Design bin_to_bcd_dd, sky130hd; sources not shown.
### Routed metal per tile

Bar = 20 um. 19 x 19 tiles, from dark blue (low) to red (high), scaled to the fullest tile. Values are wire area over tile area, all layers added.
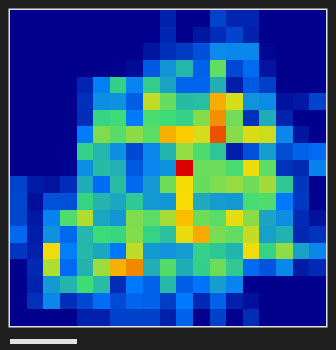
The fullest tile reaches 0.39. 19% of the tiles are over half the peak. The emptiest ninth of the die: upper left.
routed wire length: 5626 um
vias after detailed routing: 2091
global routing usage summed across all routing layers: 0.1329
post-DR wirelength/cell: 12.96 um

### Met3 routing

Bar = 20 um.
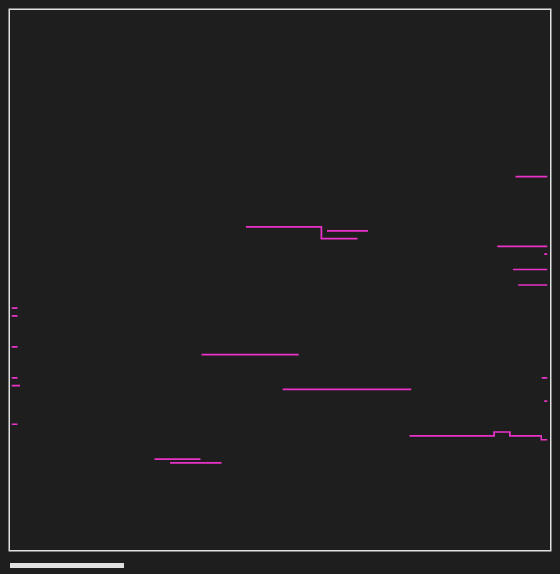
The layer holds 2.5% of the routed length. The wires run mostly horizontal. 18 nets have wire on it. The layer carries 140 um of wire. The longest straight run is 22.3 um.
met3 usage: 0.02629

==> README.md <==
| Quantity | Value | Unit |
|---|---|---|
| Result of the run | finished, final reports clean | - |
| Number of levels in the clock H-tree | 2 | - |
| Count of different cell masters after synthesis | 39 | - |
| Placed insts | 426 | - |
| Power Total | 2.002 | mW |
| Number of global-route vias before repair | 2005 | - |
| Wire length of the first global-routing pass | 9687 | um |
| Clock tree root buffer cell | clkbuf_8 | - |
| Leading cell types by count after synthesis | dfxtp_1 (55), nand2_1 (46), nor2_1 (32) | - |
| Number of flip-flops in the largest register | 20 | - |
| Last weighted congestion value of the routability-driven placer | 0.8072 | - |
| Mapped Avg Cell Area | 8.497 | um2 |
| R2r setup slk | 0.17 | ns |
| R2R depth | 8 | - |
| Chip Height | 94.92 | um |
| Area fraction in full adders, half adders and majority gates | 0.05454 | - |
| Post-synthesis cell type with the largest instance count | dfxtp_1 | - |
| Critical path fanouts, max | 2 | - |
| Yosys chip area | 2524 | um2 |
| Share of cells above drive strength 1 | 0.1104 | - |
| Measured slew at the worst slew-check pin | 0.5040 | ns |
| Clock group | 0.600 | mW |
| Multiplexer fraction of the synthesized cell area | 0.02429 | - |
| Fmax | 497.5 | MHz |
| Post-synthesis instance total | 297 | - |
| Buf/Inv on CP | 1 | - |
| Seq share, synth | 0.4363 | - |
| Cell area after layout | 3109 | um2 |
| DPL Wire Length | 4120 | um |
| Flip-flops with a built-in enable | 0 | - |
| Area of the core region | 7137 | um2 |
| Combinational family with the most area after synthesis | simple AND/OR/NAND/NOR gates | - |
| Worst setup timing slack at the placement stage | 0.1336 | ns |
| DIE WIDTH | 94.92 | um |
| Total stage count of the critical path | 1 | - |
| Number of max-cap violations | 0 | - |
| Worst path top cell family by delay | buffers and inverters | - |
| Global Route met2 Usage | 0.2384 | - |
| Max-slew violations | 0 | - |
| Total Neg Setup Slack | 0 | ns |
| Nature of the critical path startpoint | flop | - |
| Mapped Area | 2524 | um2 |
| Power share of the combinational group | 0.146 | - |
| Final critical path time including I/O delays and setup | 2.010 | ns |
## tightest hold or removal path: stages (launching register included)
cell and delay [ns]:
dfxtp_1 0.33, nand2_1 0.05, o21ai_1 0.05
## cell type report
cell class / instances / area share
clock inverters: 3 / 0.006036
multi-input cells: 214 / 0.4209
well taps: 99 / 0.03984
inverters: 13 / 0.01569
flip-flops and latches: 55 / 0.3545
repair buffers: 45 / 0.1408
clock buffers: 5 / 0.02213
## cell usage in the layout (no fill, tap or decap), types with 6 or more instances in the layout
master           Yosys  layout
dfxtp_1             55      54
buf_4                0      13
nor3_1              12      12
nand2b_1             7       7
inv_1               12      12
nand2_1             46      46
ha_1                11      11
o22ai_1             10      10
a21oi_1             23      23
a211oi_1             8       8
clkdlybuf4s50_1      0      30
nor2_1              32      32
nor3b_1             10      10
xnor2_1              6       6
o21ai_0             11      11
No activity file was given, so power comes from the tool's default toggle rates.
